### src/rtl/tmds_pkg.sv
// Shared TMDS constants: the four control tokens, the receiver alignment
// states and the bit-offset width. Also used by the tmds_encoder benches.
package tmds_pkg;

   localparam logic [9:0] TOKEN_00 = 10'b1101010100;
   localparam logic [9:0] TOKEN_01 = 10'b0010101011;
   localparam logic [9:0] TOKEN_10 = 10'b0101010100;
   localparam logic [9:0] TOKEN_11 = 10'b1010101011;

   localparam int OFFSET_W = 4;

   typedef enum logic {
      SEARCH,
      LOCKED
   } rx_state_t;

endpackage

### src/rtl/tmds_rx_decoder_if.sv
// Per-channel TMDS receive bundle: the raw deserialized word going in and the
// decoded pixel, control and alignment status coming out.
interface tmds_rx_decoder_if;
   import tmds_pkg::*;

   logic [9:0]          tmds_in;
   logic [7:0]          data_out;
   logic [1:0]          control_out;
   logic                de_out;
   logic                valid_out;
   logic                locked_out;
   logic [OFFSET_W-1:0] offset_out;

   modport master (
      output tmds_in,
      input  data_out, control_out, de_out, valid_out, locked_out, offset_out
   );

   modport slave (
      input  tmds_in,
      output data_out, control_out, de_out, valid_out, locked_out, offset_out
   );

endinterface

### src/rtl/tmds_symbol_decode.sv
// Combinational decode of one aligned 10-bit TMDS symbol into pixel data,
// control bits and a flag telling whether the symbol is a control token.
module tmds_symbol_decode
   import tmds_pkg::*;
(
   input  logic [9:0] symbol,
   output logic [7:0] data,
   output logic [1:0] control,
   output logic       is_token
);

   logic [7:0] q;

   // Bit 9 undoes the transmitter's DC-balance inversion; bit 8 selects XOR or XNOR chaining.
   always_comb begin
      q       = symbol[9] ? ~symbol[7:0] : symbol[7:0];
      data    = '0;
      data[0] = q[0];
      for (int i = 1; i < 8; i++) begin
         data[i] = symbol[8] ? (q[i] ^ q[i-1]) : ~(q[i] ^ q[i-1]);
      end
   end

   always_comb begin
      control  = 2'b00;
      is_token = 1'b1;
      case (symbol)
         TOKEN_00: control = 2'b00;
         TOKEN_01: control = 2'b01;
         TOKEN_10: control = 2'b10;
         TOKEN_11: control = 2'b11;
         default:  is_token = 1'b0;
      endcase
   end

endmodule

### src/rtl/tmds_rx_decoder.sv
// TMDS channel receiver: slides a 10-bit window over two consecutive raw words
// until control tokens line up, then decodes pixel data and control symbols.
module tmds_rx_decoder
   import tmds_pkg::*;
#(
   parameter int LOCK_COUNT    = 8,
   parameter int SEARCH_CYCLES = 4096,
   parameter int LOSS_CYCLES   = 4096
) (
   input  logic         clk_in,
   input  logic         rst_in,
   tmds_rx_decoder_if.slave rx
);

   localparam int TOK_W  = $clog2(LOCK_COUNT) + 1;
   localparam int CYC_W  = $clog2(SEARCH_CYCLES) + 1;
   localparam int LOSS_W = $clog2(LOSS_CYCLES) + 1;

   rx_state_t           state;
   logic [OFFSET_W-1:0] offset;
   logic [TOK_W-1:0]    tok_cnt;
   logic [CYC_W-1:0]    cyc_cnt;
   logic [LOSS_W-1:0]   loss_cnt;

   logic [9:0]  word_q;
   logic [9:0]  word_qq;
   logic [19:0] window;
   logic [4:0]  sel;
   logic [9:0]  aligned;

   logic [7:0]  sym_data;
   logic [1:0]  sym_ctl;
   logic        is_token;

   logic [7:0]  data_r;
   logic [1:0]  ctl_r;
   logic        de_r;
   logic        valid_r;

   // word_qq holds the older word, so low window bits arrive first on the wire.
   assign window  = {word_q, word_qq};
   assign sel     = {1'b0, offset};
   assign aligned = window[sel +: 10];

   tmds_symbol_decode u_decode (
      .symbol   (aligned),
      .data     (sym_data),
      .control  (sym_ctl),
      .is_token (is_token)
   );

   // Alignment FSM: hunt one offset at a time, lock on a run of tokens, drop on token starvation.
   always_ff @(posedge clk_in or negedge rst_in) begin
      if (!rst_in) begin
         state    <= SEARCH;
         offset   <= '0;
         tok_cnt  <= '0;
         cyc_cnt  <= '0;
         loss_cnt <= '0;
      end else begin
         case (state)
            SEARCH: begin
               if (cyc_cnt == CYC_W'(SEARCH_CYCLES - 1)) begin
                  offset  <= (offset == OFFSET_W'(9)) ? '0 : offset + OFFSET_W'(1);
                  tok_cnt <= '0;
                  cyc_cnt <= '0;
               end else if (is_token && (tok_cnt == TOK_W'(LOCK_COUNT - 1))) begin
                  state    <= LOCKED;
                  tok_cnt  <= '0;
                  cyc_cnt  <= '0;
                  loss_cnt <= '0;
               end else begin
                  cyc_cnt <= cyc_cnt + CYC_W'(1);
                  tok_cnt <= is_token ? tok_cnt + TOK_W'(1) : '0;
               end
            end
            LOCKED: begin
               if (is_token) begin
                  loss_cnt <= '0;
               end else if (loss_cnt == LOSS_W'(LOSS_CYCLES - 1)) begin
                  state    <= SEARCH;
                  loss_cnt <= '0;
                  tok_cnt  <= '0;
                  cyc_cnt  <= '0;
               end else begin
                  loss_cnt <= loss_cnt + LOSS_W'(1);
               end
            end
         endcase
      end
   end

   always_ff @(posedge clk_in or negedge rst_in) begin
      if (!rst_in) begin
         word_q  <= '0;
         word_qq <= '0;
         data_r  <= '0;
         ctl_r   <= '0;
         de_r    <= 1'b0;
         valid_r <= 1'b0;
      end else begin
         word_q  <= rx.tmds_in;
         word_qq <= word_q;
         data_r  <= is_token ? 8'h00 : sym_data;
         de_r    <= ~is_token;
         valid_r <= (state == LOCKED);
         if (is_token) begin
            ctl_r <= sym_ctl;
         end
      end
   end

   assign rx.data_out    = data_r;
   assign rx.control_out = ctl_r;
   assign rx.de_out      = de_r;
   assign rx.valid_out   = valid_r;
   assign rx.locked_out  = (state == LOCKED);
   assign rx.offset_out  = offset;

endmodule

### src/flat_wrapper.sv
// flat-port wrapper written by rule: the top's interface ports become plain ports
module tmds_rx_decoder_flat import tmds_pkg::*;
#(
   parameter int LOCK_COUNT    = 8,
   parameter int SEARCH_CYCLES = 4096,
   parameter int LOSS_CYCLES   = 4096
)
  (clk_in, rst_in, rx_tmds_in, rx_data_out, rx_control_out, rx_de_out, rx_valid_out, rx_locked_out, rx_offset_out);
  tmds_rx_decoder_if rx_i ();
  input  logic clk_in;
  input  logic rst_in;
  input wire logic [$bits(rx_i.tmds_in)-1:0] rx_tmds_in;
  output wire logic [$bits(rx_i.data_out)-1:0] rx_data_out;
  output wire logic [$bits(rx_i.control_out)-1:0] rx_control_out;
  output wire logic [$bits(rx_i.de_out)-1:0] rx_de_out;
  output wire logic [$bits(rx_i.valid_out)-1:0] rx_valid_out;
  output wire logic [$bits(rx_i.locked_out)-1:0] rx_locked_out;
  output wire logic [$bits(rx_i.offset_out)-1:0] rx_offset_out;
  assign rx_i.tmds_in = rx_tmds_in;
  assign rx_data_out = rx_i.data_out;
  assign rx_control_out = rx_i.control_out;
  assign rx_de_out = rx_i.de_out;
  assign rx_valid_out = rx_i.valid_out;
  assign rx_locked_out = rx_i.locked_out;
  assign rx_offset_out = rx_i.offset_out;
  tmds_rx_decoder #(.LOCK_COUNT(LOCK_COUNT), .SEARCH_CYCLES(SEARCH_CYCLES), .LOSS_CYCLES(LOSS_CYCLES)) u_core (.clk_in(clk_in), .rst_in(rst_in), .rx(rx_i));
endmodule
### config.mk
export PLATFORM = sky130hd
export DESIGN_NAME = tmds_rx_decoder_flat
export DESIGN_NICKNAME = d
export VERILOG_FILES = /design/src/rtl/tmds_pkg.sv /design/src/rtl/tmds_rx_decoder_if.sv /design/src/rtl/tmds_symbol_decode.sv /design/src/rtl/tmds_rx_decoder.sv /design/src/flat_wrapper.sv
export SDC_FILE = /design/constraint.sdc
export NUM_CORES = 1
export LEC_CHECK = 0
export CORE_ASPECT_RATIO = 1.2
export CORE_MARGIN = 4
export CORE_UTILIZATION = 43
export CTS_CLUSTER_DIAMETER = 80
export DETAILED_ROUTE_END_ITERATION = 8
export PLACE_DENSITY = 0.63
export SLEW_MARGIN = 25
export SYNTH_ARGS = -nofsm -noshare
export SYNTH_HDL_FRONTEND = slang
export SYNTH_SLANG_ARGS = --single-unit
### constraint.sdc
create_clock -name clk_in -period 4.4 [get_ports clk_in]
set_input_delay 0.88 -clock clk_in [delete_from_list [all_inputs] [get_ports clk_in]]
set_output_delay 0.88 -clock clk_in [all_outputs]
set_load 0.01 [all_outputs]
Run 1, routing congestion map:
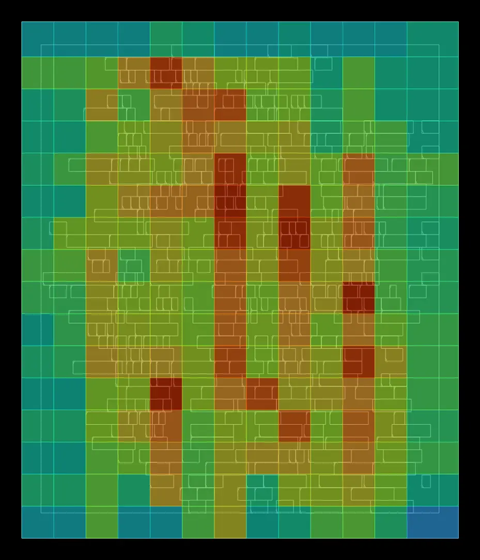
DR WL/cell: 16.0 µm
GRT busiest layer: met2
Core Util, Final: 0.509
met1 usage: 0.209
Global Route Usage Sum: 0.168

Run 1, local utilization:
9 x 11 tiles, from black (low) to pale yellow (high), 0 to 100% covered.
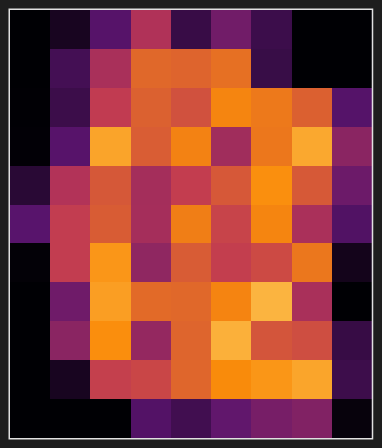
nearly empty tiles: 17%
fullest tile: 84%
mean over tiles: 41%
tiles over 75% full: 10%
core area: 0.00861 mm²
Core Util at FP: 0.442

==> notes.md, run 1 <==
run results: Hold Path End u_core.word_qq[9], CP startpoint u_core.rx.offset_out[1], most frequent cells in the layout dfrtp_1, clkdlybuf4s50_1, nand2_1, o21ai_0, nor2_1, CP Depth 12, biggest area cells dfrtp_1, mux4_2, mux2i_1, CTS tree built, worst path required time 4680 ps, Area growth syn-to-layout 15.3%, DR top layer met4, Pre-Repair DR Iteration Count 4, AND-OR/OR-AND share of the synthesized area 0.130, status finished clean, Logic Gate Count 247, Rel. slew slack 0.471, met2 wire len 4230 µm, final routed DRC violation total 0, # Cells Yosys 354, Final nets 405, H-tree depth 3, clock buffer depth 2, clk_buf instances 14, Slew Limit Fails 0, crit path capture u_core.tok_cnt[3], Top non-seq family multiplexers, number of enable flip-flop cells 0, hold slack 449 ps, largest cell class by area multi-input combinational cells, Routed Antenna Nets 0, Fin. Hold Viols 0, layout cells sized above 1 0.134, reg2reg start u_core.rx.offset_out[1], Synth Seq Share 0.441, met2 usage 0.278, r2r worst-path depth 12, Reg2Reg Setup Slack 550 ps, xor/xnor share 0.0345, Latency at later pin 350 ps, Synth top area share 0.441, YS warnings 0, final setup fails 0, fin crit period 3850 ps, # IOs 29, most used cell along the critical path mux4_2, tool warnings 30, Top delay family on crit path simple AND/OR/NAND/NOR gates, Top Registers u_core.cyc_cnt (13), u_core.loss_cnt (13), Die Y 111 µm, initial antenna violation count 0, Least-Margin Pin Slew 788 ps, area of the multi-input gates 0.00196 mm², Post-CTS Setup Bufs 0, number of I/O port buffers 28, WHS Path Cells 0, yosys adder share 0.0362, Detailed Route WL 8060 µm, vias 2784, Basic Gates by Area 0.139, clock slew at reported path FFs 70 ps
Run 1, sequential cells colored by netlist name:
Other sequential cells in the stronger gray, the rest of the logic in the fainter gray.
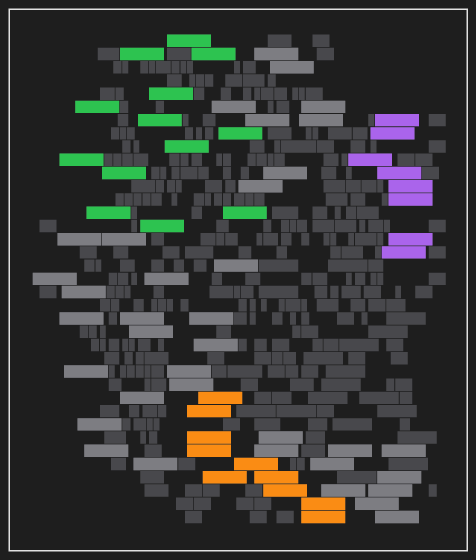
[`u_core.word_q`] orange | placed flops: 10 | where: bottom center
[`u_core.rx.data_out`] purple | placed flops: 8
[`u_core.cyc_cnt`] green | placed flops: 13
Seq. cell area: 0.00168 mm²
Seq group: 0.000652 W
Seq area share: 0.382

Run 1, drive-strength map:
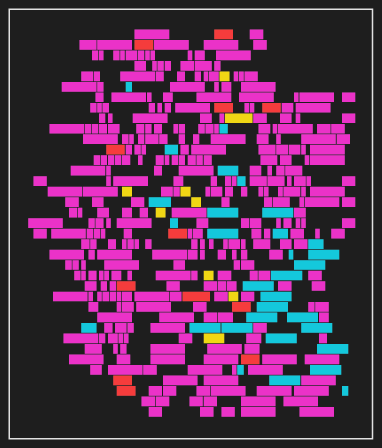
[drive 1 or less] magenta | cells: 335
[drive 6 and up] red | cells: 12
[drive 3 to 4] yellow | cells: 9
[drive 2] cyan | cells: 31
Non-Clock Buffer Count: 36
worst setup margin: 554 ps

==> run 1: through the flow <==
step	cells	util	worst slack (ps)	cell area [µm²]
final	504	0.509	554	4390
after global routing	504	0.509	234	4390
after CTS	504	0.509	530	4390
after detailed placement	488	0.489	582	4210
after global placement	488	0.489	550	4210
after floorplan	354	-	548	3800
==> run 1: report_power, final <==
| part | switching [W] | internal (W) | total [W] |
|---|---|---|---|
| registers | 0.0000150 | 0.000637 | 0.000652 |
| clock network | 0.000228 | 0.000234 | 0.000462 |
| logic | 0.0000513 | 0.0000618 | 0.000113 |
| total | 0.000294 | 0.000933 | 0.00123 |
--- run 2 (diff from run 1) ---
--- a/config.mk
+++ b/config.mk
@@ -6,10 +6,10 @@
 export NUM_CORES = 1
 export LEC_CHECK = 0
 export CORE_ASPECT_RATIO = 1.2
-export CORE_MARGIN = 4
 export CORE_UTILIZATION = 43
-export CTS_CLUSTER_DIAMETER = 80
+export CTS_CLUSTER_DIAMETER = 50
 export DETAILED_ROUTE_END_ITERATION = 8
+export GPL_ROUTABILITY_DRIVEN = 0
 export PLACE_DENSITY = 0.63
 export SLEW_MARGIN = 25
 export SYNTH_ARGS = -nofsm -noshare
Run 2, routing congestion map:
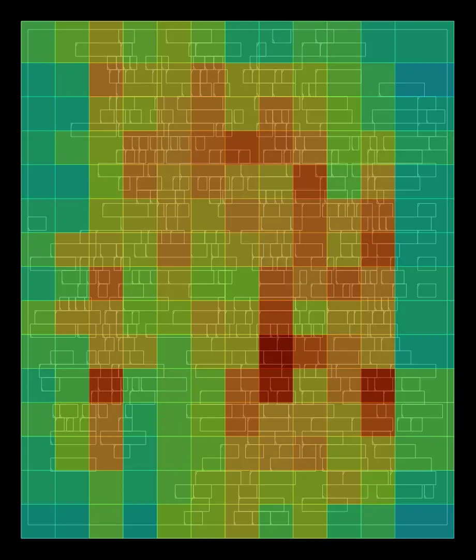
Global Route Usage Sum: 0.200
Core Util, Final: 0.515
M3 GR Usage: 0.0316
met2 usage: 0.308

==> notes.md, run 2 <==
run results: status finished clean, Top Registers u_core.cyc_cnt (13), u_core.loss_cnt (13), layout cells sized above 1 0.138 (+0.00330), vias 2795 (+0.40%), Seq pwr share 0.498 (-0.034), Basic Gates by Area 0.139 (unchanged), Synth top area share 0.441 (unchanged), combinational fraction of design power 0.087 (-0.005), met2 wire len 3870 µm (-8.5%), Post-CTS Setup Bufs 0 (unchanged), vias per cell 5.57, Clk pwr share 0.415 (+0.039), Detailed Route WL 8050 µm (-0.16%), biggest area cells dfrtp_1, mux4_2, mux2i_1, fin crit period 4010 ps (+163 ps), core area 0.00856 mm² (-0.54%), yosys adder share 0.0362 (unchanged), xor/xnor share 0.0345 (unchanged), AND-OR/OR-AND share of the synthesized area 0.130 (unchanged), Psw 0.000318 W (+8.0%), Fin. Hold Viols 0 (unchanged), largest power group sequential cells, Seq area share 0.380 (-0.00217), pre-CTS setup slack 399 ps (-183 ps), Die Y 105 µm (-5.4%), Syn Std Cell Area 0.00380 mm², Pint 0.000992 W (+6.3%), most frequent cells in the layout dfrtp_1, clkdlybuf4s50_1, nand2_1, o21ai_0, nor2_1, worst setup margin 391 ps (-163 ps), switching share of power 0.243 (+0.00294), final setup fails 0 (unchanged), number of global-route vias before repair 2799, initial antenna violation count 0 (unchanged), YS warnings 0 (unchanged), number of enable flip-flop cells 0 (unchanged), tool warnings 30 (unchanged), clock slew at reported path FFs 80 ps (about the same), Pre-Repair DR Iteration Count 4 (unchanged), worst path required time 4680 ps (about the same), final routed DRC violation total 0 (unchanged), Core Util at FP 0.444 (+0.00239), Seq. cell area 0.00168 mm² (unchanged), Least-Margin Pin Slew 970 ps (+181 ps), DP Cell Count 486 (-0.41%), dpl cell area 0.00420 mm² (-0.36%), Seq group 0.000652 W (about the same), Routed Antenna Nets 0 (unchanged), Top non-seq family multiplexers, Area growth syn-to-layout 15.9%, Synth Seq Share 0.441 (unchanged), hold slack 446 ps (-3.28 ps), Logic power comb 0.000114 W (about the same), largest cell class by area multi-input combinational cells, met1 usage 0.277 (+0.0679), Clock Power 0.000544 W (+18%), clk_buf instances 11 (-3), Top delay family on crit path simple AND/OR/NAND/NOR gates, Latency at later pin 350 ps (about the same), # IOs 29 (unchanged), CTS tree built, Rel. slew slack 0.354 (-0.117), Slew Limit Fails 0 (unchanged), GRT busiest layer met2, number of I/O port buffers 28 (unchanged), H-tree depth 3 (unchanged)
Run 2, sequential cells colored by netlist name:
Other sequential cells in the stronger gray, the rest of the logic in the fainter gray.
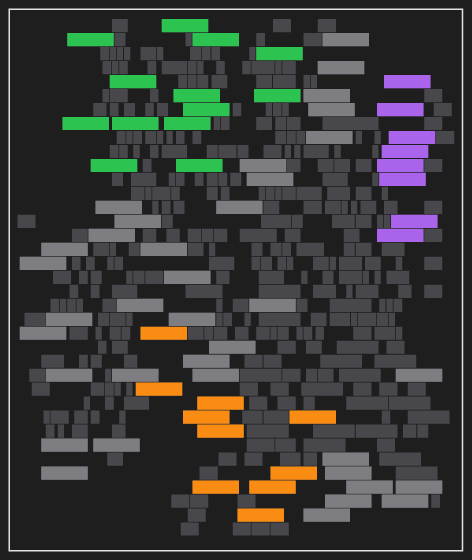
[`u_core.word_q`] orange | placed flops: 10 | where: bottom center
[`u_core.cyc_cnt`] green | placed flops: 13
[`u_core.rx.data_out`] purple | placed flops: 8 | where: upper right
not colored: 36

-- run 2: cell counts after synthesis --
No cell type changed its count.
-- run 2: final timing paths --
path / startpoint / to / depth (start not counted) / slack (ps)
hold reg to reg: u_core.word_q[9] / u_core.word_qq[9] / 0 / 450
setup reg to reg: u_core.rx.offset_out[1] / u_core.tok_cnt[3] / 11 / 390
hold / removal: u_core.word_q[9] / u_core.word_qq[9] / 0 / 450
setup / recovery: u_core.rx.offset_out[1] / u_core.tok_cnt[3] / 11 / 390
max in group asynchronous: rst_in / u_core.cyc_cnt[7] / 2 / 2840
min in group asynchronous: rst_in / u_core.word_qq[1] / 1 / 640
Power figures rest on the tool's default switching activity, not on a simulated workload.
